Fig. 1: run 1, signal wires on met2
Bar = 20 um.
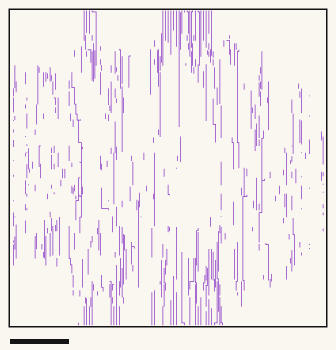
Fig. 2: run 1, congestion heat map
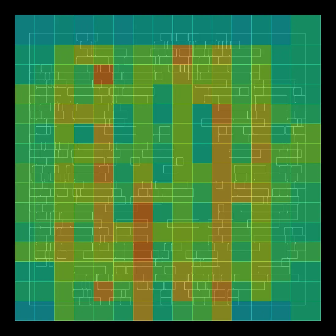
Fig. 3: run 1, clock wires, drivers and flops
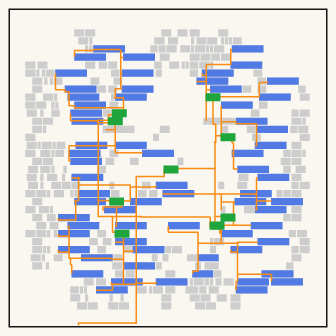
## src/rtl/mulx_pkg.sv

```systemverilog
// Shared widths, T-term bit layout and the X-from-T reduction used by every mulx lane.
`define MULX_Q_SLICE(v, i) v[(i)*mulx_pkg::MULX_Q_W +: mulx_pkg::MULX_Q_W]
`define MULX_T_SLICE(v, i) v[(i)*mulx_pkg::MULX_T_W +: mulx_pkg::MULX_T_W]
`define MULX_X_SLICE(v, i) v[(i)*mulx_pkg::MULX_X_W +: mulx_pkg::MULX_X_W]

package mulx_pkg;
  localparam int MULX_Q_W = 18;
  localparam int MULX_X_W = 4;
  localparam int MULX_T_W = 8;

  // Position of each intermediate term inside a lane's T vector; T_N4 is ~(Q4&Q13).
  localparam int T_10 = 0;
  localparam int T_11 = 1;
  localparam int T_12 = 2;
  localparam int T_13 = 3;
  localparam int T_20 = 4;
  localparam int T_21 = 5;
  localparam int T_22 = 6;
  localparam int T_N4 = 7;

  function automatic logic [MULX_X_W-1:0] x_from_t(input logic [MULX_T_W-1:0] t);
    logic [MULX_X_W-1:0] x;
    x[0] = t[T_10] ^ t[T_20] ^ t[T_22];
    x[1] = t[T_11] ^ t[T_21] ^ t[T_20];
    x[2] = t[T_12] ^ t[T_21] ^ t[T_22];
    x[3] = t[T_13] ^ t[T_21] ^ t[T_N4];
    return x;
  endfunction
endpackage

```

## src/rtl/mulx_lane.sv

```systemverilog
// One combinational GF(2^4) mulx lane: Q0..Q17 -> T-terms and X0..X3.
module mulx_lane
  import mulx_pkg::*;
(
  input  logic [MULX_Q_W-1:0] q,
  output logic [MULX_T_W-1:0] t,
  output logic [MULX_X_W-1:0] x
);
  assign t[T_20] = ~(q[6] & q[12]);
  assign t[T_21] = ~(q[3] & q[14]);
  assign t[T_22] = ~(q[1] & q[16]);
  assign t[T_10] = ~((q[3]  | q[14]) ^ ~(q[0]  & q[7]));
  assign t[T_11] = ~((q[4]  | q[13]) ^ ~(q[10] & q[11]));
  assign t[T_12] = ~((q[2]  | q[17]) ^ ~(q[5]  & q[9]));
  assign t[T_13] = ~((q[8]  | q[15]) ^ ~(q[2]  & q[17]));
  assign t[T_N4] = ~(q[4] & q[13]);

  assign x = x_from_t(t);
endmodule

```

## src/rtl/mulx_pipe.sv

```systemverilog
// Multi-lane elastic mulx pipeline (1 or 2 register stages) with a shared valid/ready
// handshake and a tag that rides alongside each beat.
module mulx_pipe
  import mulx_pkg::*;
#(
  parameter int LANES       = 4,
  parameter int PIPE_STAGES = 2,
  parameter int TAG_W       = 8
) (
  input  logic                      clk,
  input  logic                      rst,
  input  logic                      in_valid,
  output logic                      in_ready,
  input  logic [LANES*MULX_Q_W-1:0] in_q,
  input  logic [TAG_W-1:0]          in_tag,
  output logic                      out_valid,
  input  logic                      out_ready,
  output logic [LANES*MULX_X_W-1:0] out_x,
  output logic [TAG_W-1:0]          out_tag,
  output logic                      busy
);
  localparam int T_ALL = LANES * MULX_T_W;
  localparam int X_ALL = LANES * MULX_X_W;

  logic [T_ALL-1:0] t_p0;
  logic [X_ALL-1:0] x_p0;
  logic             vld_last;
  logic [X_ALL-1:0] x_last;
  logic [TAG_W-1:0] tag_last;

  for (genvar i = 0; i < LANES; i++) begin : g_lane
    mulx_lane u_lane (
      .q (`MULX_Q_SLICE(in_q, i)),
      .t (`MULX_T_SLICE(t_p0, i)),
      .x (`MULX_X_SLICE(x_p0, i))
    );
  end

  if (PIPE_STAGES == 1) begin : g_pipe1
    logic             vld_p1_q, vld_p1_d, ld_p1;
    logic [X_ALL-1:0] x_p1_q;
    logic [TAG_W-1:0] tag_p1_q;
    logic             unused_t;

    assign unused_t = ^t_p0;

    always_comb begin
      in_ready = ~rst & (~vld_p1_q | out_ready);
      ld_p1    = in_valid & in_ready;
      vld_p1_d = ld_p1 | (vld_p1_q & ~out_ready);
    end

    // Stage 1: X registered straight from the lanes
    always_ff @(posedge clk) begin
      if (rst) vld_p1_q <= 1'b0;
      else     vld_p1_q <= vld_p1_d;
    end

    always_ff @(posedge clk) begin
      if (ld_p1) begin
        x_p1_q   <= x_p0;
        tag_p1_q <= in_tag;
      end
    end

    assign vld_last = vld_p1_q;
    assign x_last   = x_p1_q;
    assign tag_last = tag_p1_q;
    assign busy     = vld_p1_q;
  end else begin : g_pipe2
    logic             vld_p1_q, vld_p1_d, vld_p2_q, vld_p2_d;
    logic             ld_p1, adv_p1;
    logic [T_ALL-1:0] t_p1_q;
    logic [TAG_W-1:0] tag_p1_q, tag_p2_q;
    logic [X_ALL-1:0] x_p1, x_p2_q;
    logic             unused_x;

    assign unused_x = ^x_p0;

    always_comb begin
      adv_p1   = vld_p1_q & (~vld_p2_q | out_ready);
      in_ready = ~rst & (~vld_p1_q | adv_p1);
      ld_p1    = in_valid & in_ready;
      vld_p1_d = ld_p1 | (vld_p1_q & ~adv_p1);
      vld_p2_d = adv_p1 | (vld_p2_q & ~out_ready);
    end

    always_comb begin
      x_p1 = '0;
      for (int i = 0; i < LANES; i++) begin
        `MULX_X_SLICE(x_p1, i) = x_from_t(`MULX_T_SLICE(t_p1_q, i));
      end
    end

    always_ff @(posedge clk) begin
      if (rst) begin
        vld_p1_q <= 1'b0;
        vld_p2_q <= 1'b0;
      end else begin
        vld_p1_q <= vld_p1_d;
        vld_p2_q <= vld_p2_d;
      end
    end

    // Stage 1: T-terms and tag
    always_ff @(posedge clk) begin
      if (ld_p1) begin
        t_p1_q   <= t_p0;
        tag_p1_q <= in_tag;
      end
    end

    // Stage 2: X reduced from the registered T-terms
    always_ff @(posedge clk) begin
      if (adv_p1) begin
        x_p2_q   <= x_p1;
        tag_p2_q <= tag_p1_q;
      end
    end

    assign vld_last = vld_p2_q;
    assign x_last   = x_p2_q;
    assign tag_last = tag_p2_q;
    assign busy     = vld_p1_q | vld_p2_q;
  end

  // Data registers are never reset, so the outputs are zeroed whenever no beat is shown.
  assign out_valid = vld_last & ~rst;
  assign out_x     = out_valid ? x_last : '0;
  assign out_tag   = out_valid ? tag_last : '0;
endmodule

```

## config.mk

```make
export PLATFORM = sky130hd
export DESIGN_NAME = mulx_pipe
export DESIGN_NICKNAME = d
export VERILOG_FILES = /design/src/rtl/mulx_pkg.sv /design/src/rtl/mulx_lane.sv /design/src/rtl/mulx_pipe.sv
export SDC_FILE = /design/constraint.sdc
export NUM_CORES = 1
export LEC_CHECK = 0
export CAP_MARGIN = 40
export CORE_MARGIN = 5
export CORE_UTILIZATION = 30
export DETAILED_ROUTE_END_ITERATION = 10
export PLACE_DENSITY = 0.63
export REMOVE_ABC_BUFFERS = 1
export SLEW_MARGIN = 25
export SYNTH_ARGS = -nofsm -noshare
export SYNTH_HDL_FRONTEND = slang
export SYNTH_SLANG_ARGS = --single-unit
```

## constraint.sdc

```tcl
create_clock -name clk -period 6.1 [get_ports clk]
set_input_delay 0.915 -clock clk [delete_from_list [all_inputs] [get_ports clk]]
set_output_delay 0.915 -clock clk [all_outputs]
set_load 0.02 [all_outputs]
```

==> results.py, run 1 <==
# Generated from Yosys and OpenROAD reports
metrics = {
    "setup_path": {
        "end_kind": "output port",
        "cp.arrival_ns": 2.70,
        "r2r_slack_ns": 4.56,
        "cp.depth": 4,
        "cpPeakStageDelay_ns": 0.62,
        "start_kind": "input pin",
        "worst_path_dominant_cell_family": "buffers and inverters",
        "path_class": "in -> out",
        "rr_endpoint": "g_pipe2.t_p1_q[24]$_DFFE_PP_",
        "setup.worst_path.start": "rst",
        "crit_required_ns": 5.18,
        "reg2reg_depth": 3,
        "crit_top_cell": "clkdlybuf4s50_1",
        "endpoint": "out_x[6]",
        "regToRegStartpoint": "g_pipe2.vld_p2_q$_SDFF_PP0_",
        "crit_path_max_fanout": 25,
        "crit_path_cell_trace": "clkdlybuf4s50_1, nor2b_4, and2_1, clkdlybuf4s50_1",
    },
    "floorplanning": {
        "die_area_um2": 11500,
        "io_pins": 111,
        "die_w_um": 107,
        "taps": 111,
        "die_h_um": 107,
        "core_um2": 9200,
        "initCoreUtil_pct": 30.7,
    },
    "synth": {
        "ys_top_cells_by_count": "64 x edfxtp_1, 32 x nand2_1, 32 x xnor2_1",
        "synth.area.top_cells": "edfxtp_1 68%, xnor2_1 9.9%, xor2_1 5.0%",
        "top_cell_area_share_pct": 68.0,
        "yosysCellCount": 198,
        "postSynth.asyncResetShare_pct": 0,
        "ys_types": 17,
        "yosys.area_share.adder_pct": 0,
        "syn_avg_cell_area_um2": 14.3,
        "ys_sh_xor_pct": 14.9,
        "yosys_warnings": 0,
        "ff_type": "edfxtp_1",
        "yosys.stat.chipArea_um2": 2830,
        "mux_share_pct": 0,
        "edf_count": 64,
        "syn_inst": 198,
        "largest_area_cell": "edfxtp_1",
        "yosysMostFrequentCell": "edfxtp_1",
        "syn_area_um2": 2830,
    },
    "sta": {
        "max_freq_mhz": 276,
        "finalSetupTns_ns": 0,
        "hold-worst-slack_ns": 0.417,
        "drv_slew": 0,
        "period_minus_slack_ns": 3.62,
        "slew_headroom_pct": 61.3,
    },
    "finish": {
        "top_register": "g_pipe2.t_p1_q",
        "n_clock_buffer": 10,
        "layout_top_cells": "110 x clkdlybuf4s50_1, 64 x edfxtp_1, 32 x xnor2_1, 32 x nand2_1, 17 x nor2_1",
        "fill_cells": 854,
        "fin_area_um2": 4270,
        "clock_area_share_pct": 4.90,
        "buffers_excl_clock": 111,
        "design.final.nets": 402,
        "largestRegisters": "g_pipe2.t_p1_q x32, g_pipe2.x_p2_q x16",
        "buf_share_pct": 26.0,
        "largest_cell_class": "sequential cells",
        "layout_top_cell": "clkdlybuf4s50_1",
        "regArea_um2": 1960,
        "diodes": 0,
        "nonClockInverterCount": 1,
        "combGateArea_um2": 843,
    },
    "routing": {
        "dr_wl_met2_um": 2460,
        "drc": 0,
        "wl_met3_um": 331,
        "dr.pass1.iters": 4,
        "final_antenna_net_count": 0,
        "drtIter0Drc": 27,
        "top_layer": "met4",
    },
    "power_and_ir_drop": {
        "p_clk_mw": 0.382,
        "p_comb_share_pct": 11.9,
        "pg_comb_mw": 0.124,
        "vdd_drop_max_uv": 116,
        "seqPwrFrac_pct": 51.5,
        "switching_power_mw": 0.207,
        "p_int_mw": 0.836,
        "seq_power_mw": 0.537,
        "total_power_mw": 1.04,
        "top_power_group": "registers",
        "total_leakage_power_nw": 1.48,
    },
    "global_route": {
        "antenna_found_initial": 0,
        "grt_pass1_vias": 1791,
        "grt_max_degree": 41,
        "gr-total-overflow": 0,
        "grt_pass1_wl_um": 7900,
    },
    "run_status": {
        "status": "completed",
    },
    "clock_network": {
        "cts_buffer_depth": 2,
        "cts_resized": 0,
        "cts_buffers": 9,
        "postCtsSetupRepairBufs": 0,
        "tritoncts": "yes",
        "postCtsHoldBufs": 0,
        "path_clk_slew_ns": 0.07,
    },
    "placement": {
        "placed_area_um2": 4060,
        "portBuffers": 110,
        "dp_slack_ns": 2.43,
        "hpwl_um": 3840,
        "dp_cells": 418,
    },
    "run": {
        "cap_violations": 0,
        "warnings": 25,
    },
    "min_path": {
        "hold_path.startpoint": "g_pipe2.tag_p1_q[5]$_DFFE_PP_",
        "holdPathStages": 0,
        "hold_path.class": "reg -> reg",
    },
}
Notes on Fig. 1 above:
wire length on this layer	2460 um
longest straight run	39.3 um
vias after detailed routing: 1752
met2 Usage GRT: 15.1%
Routed WL: 4870 um

Notes on Fig. 2 above:
DR WL/cell: 11.2 um
met1 usage: 9.94%
grt met3 use: 3.19%

Notes on Fig. 3 above:
[blue] flip-flops | count: 66
[green] cells driving clock nets | count: 9
[orange] clock wires | length: 836 um
routed clock nets	10
Worst Skew: 0.00697 ns
Clock Latency Late Sink: 0.32 ns

==> run 2: changes to the inputs <==
- PLACE_DENSITY: 0.63 -> 0.65
- clock period: 6.1 -> 3.3 ns (I/O delays scaled with it)
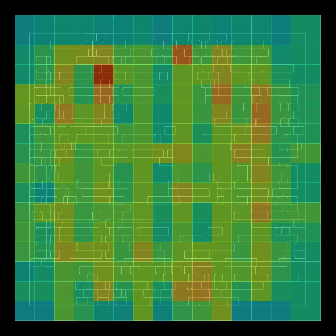
Fig. 4. Congestion heat map (run 2).
post-route core utilization: 46.2%
grt met3 use: 3.01%
gr busiest metal: met2
met2 Usage GRT: 16.8%

==> results.py, run 2 <==
# Generated from Yosys and OpenROAD reports
metrics = {
    "setup_path": {
        "path_class": "in -> out",
        "crit_required_ns": 2.80,
        "cpPeakStageDelay_ns": 0.62,
        "r2r_slack_ns": 1.73,
        "crit_path_max_fanout": 25,
        "cp.arrival_ns": 2.28,
        "rr_endpoint": "g_pipe2.t_p1_q[18]$_DFFE_PP_",
        "end_kind": "output port",
        "setup.worst_path.start": "rst",
        "crit_top_cell": "clkdlybuf4s50_1",
        "worst_path_dominant_cell_family": "buffers and inverters",
        "endpoint": "out_x[5]",
        "start_kind": "input pin",
        "regToRegStartpoint": "g_pipe2.vld_p2_q$_SDFF_PP0_",
        "crit_path_cell_trace": "clkdlybuf4s50_1, nor2b_4, and2_1, clkdlybuf4s50_1",
    },
    "global_route": {
        "grt_max_degree": 41,
        "grt_pass1_vias": 1877,
        "antenna_found_initial": 0,
        "grt_pass1_wl_um": 8140,
    },
    "placement": {
        "placed_area_um2": 4060,
        "portBuffers": 110,
        "dp_cells": 419,
        "hpwl_um": 3980,
    },
    "finish": {
        "fill_cells": 868,
        "layout_top_cell": "clkdlybuf4s50_1",
        "buf_share_pct": 26.3,
        "clock_area_share_pct": 4.44,
        "largestRegisters": "g_pipe2.t_p1_q x32, g_pipe2.x_p2_q x16",
        "nonClockInverterCount": 1,
        "layout_top_cells": "110 x clkdlybuf4s50_1, 64 x edfxtp_1, 32 x xnor2_1, 32 x nand2_1, 17 x nor2_1",
        "diodes": 0,
        "design.final.nets": 403,
        "largest_cell_class": "sequential cells",
        "buffers_excl_clock": 112,
        "top_register": "g_pipe2.t_p1_q",
        "n_clock_buffer": 13,
        "fin_area_um2": 4250,
    },
    "synth": {
        "syn_avg_cell_area_um2": 14.3,
        "yosys.area_share.adder_pct": 0,
        "yosys.stat.chipArea_um2": 2830,
        "yosysMostFrequentCell": "edfxtp_1",
        "edf_count": 64,
        "ys_sh_xor_pct": 14.9,
        "synth.area.top_cells": "edfxtp_1 68%, xnor2_1 9.9%, xor2_1 5.0%",
        "yosysCellCount": 198,
        "ys_top_cells_by_count": "64 x edfxtp_1, 32 x nand2_1, 32 x xnor2_1",
        "syn_inst": 198,
        "yosys_warnings": 0,
        "ys_types": 17,
        "postSynth.asyncResetShare_pct": 0,
        "syn_area_um2": 2830,
        "mux_share_pct": 0,
        "largest_area_cell": "edfxtp_1",
    },
    "power_and_ir_drop": {
        "power_per_cell_area_nw_per_um2": 438,
        "switching_power_mw": 0.368,
        "p_int_mw": 1.49,
        "top_power_group": "registers",
        "seqPwrFrac_pct": 53.3,
        "p_clk_mw": 0.638,
        "pg_comb_mw": 0.231,
        "total_power_mw": 1.86,
        "vdd_drop_max_uv": 182,
        "p_comb_share_pct": 12.4,
    },
    "run": {
        "cap_violations": 0,
    },
    "sta": {
        "drv_slew": 0,
        "hold-worst-slack_ns": 0.420,
        "fin_ws_ns": 0.520,
        "period_minus_slack_ns": 2.78,
        "skew_ns": 0.00838,
        "max_freq_mhz": 360,
    },
    "clock_network": {
        "cts_buffers": 9,
        "cts_buffer_depth": 2,
        "postCtsHoldBufs": 0,
        "path_clk_slew_ns": 0.06,
        "clock_latency_ns": 0.32,
        "postCtsSetupRepairBufs": 0,
    },
    "min_path": {
        "holdPathStages": 0,
        "hold_path.startpoint": "g_pipe2.tag_p1_q[1]$_DFFE_PP_",
        "hold_path.class": "reg -> reg",
    },
    "floorplanning": {
        "die_w_um": 107,
        "initCoreUtil_pct": 30.7,
        "die_area_um2": 11500,
        "core_um2": 9200,
        "die_h_um": 107,
    },
    "run_status": {
        "status": "completed",
    },
    "routing": {
        "wl_um": 5040,
        "dr.pass1.iters": 4,
        "avgRoutedWirePerCell_um": 11.6,
        "drtIter0Drc": 18,
        "num_vias": 1773,
        "wl_met3_um": 383,
    },
}
==> run 3: changes to the inputs <==
- clock period: 3.3 -> 2.3 ns (I/O delays scaled with it)
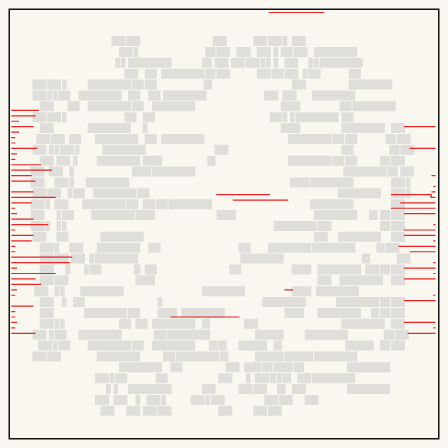
Fig. 5. Signal wires on met3 (run 3).
Cells faint in the background.
share of all routed wire	7.3%
longest straight run	17.0 um
Routed WL: 4930 um
grt met3 use: 3.13%

==> results.py, run 3 <==
# Generated from Yosys and OpenROAD reports
metrics = {
    "global_route": {
        "grt_max_degree": 41,
        "grtUsageMet1_pct": 8.05,
        "grt_pass1_vias": 1858,
        "met2_usage_pct": 16.4,
        "gr-total-overflow": 0,
        "busiest_layer": "met2",
    },
    "routing": {
        "num_vias": 1752,
        "final_antenna_net_count": 0,
        "drtIter0Drc": 12,
        "dr_wl_met2_um": 2660,
        "dr.pass1.iters": 4,
        "drc": 0,
    },
    "synth": {
        "top_cell_area_share_pct": 68.0,
        "syn_inst": 198,
        "largest_area_cell": "edfxtp_1",
        "ys_types": 17,
        "synth.area.top_cells": "edfxtp_1 68%, xnor2_1 9.9%, xor2_1 5.0%",
        "ys_sh_xor_pct": 14.9,
        "edf_count": 64,
        "yosysMostFrequentCell": "edfxtp_1",
        "yosysCellCount": 198,
        "syn_avg_cell_area_um2": 14.3,
        "yosys_warnings": 0,
        "yosys.stat.chipArea_um2": 2830,
    },
    "sta": {
        "skew_ns": 0.00709,
        "max_freq_mhz": 450,
        "period_minus_slack_ns": 2.22,
        "slew_headroom_pct": 78.3,
    },
    "finish": {
        "n_clock_buffer": 14,
        "clock_area_share_pct": 4.80,
        "fill_cells": 863,
        "largest_cell_class": "sequential cells",
        "regArea_um2": 1960,
        "finish.utilization_pct": 47.1,
        "buf_share_pct": 27.2,
        "layout_top_cell": "clkdlybuf4s50_1",
        "design.final.nets": 406,
    },
    "power_and_ir_drop": {
        "p_int_mw": 2.21,
        "power_per_cell_area_nw_per_um2": 632,
        "p_comb_share_pct": 12.5,
        "seq_power_mw": 1.43,
        "switching_power_mw": 0.522,
    },
    "clock_network": {
        "cts_buffers": 9,
        "tritoncts": "yes",
        "clock_latency_ns": 0.32,
        "postCtsHoldBufs": 0,
        "cts_resized": 0,
    },
    "placement": {
        "dp_slack_ns": 0.0585,
        "placed_area_um2": 4120,
        "portBuffers": 110,
    },
    "run": {
        "warnings": 25,
        "cap_violations": 0,
    },
    "setup_path": {
        "crit_path_cell_trace": "clkdlybuf4s50_1, nor2b_4, buf_12, and2_2, clkdlybuf4s50_1",
        "crit_required_ns": 1.96,
        "reg2reg_depth": 3,
        "regToRegStartpoint": "g_pipe2.vld_p2_q$_SDFF_PP0_",
        "cp.depth": 5,
        "end_kind": "output port",
    },
    "run_status": {
        "status": "completed",
    },
    "floorplanning": {
        "core_um2": 9200,
        "die_h_um": 107,
    },
    "min_path": {
        "hold_path.startpoint": "g_pipe2.tag_p1_q[2]$_DFFE_PP_",
    },
}
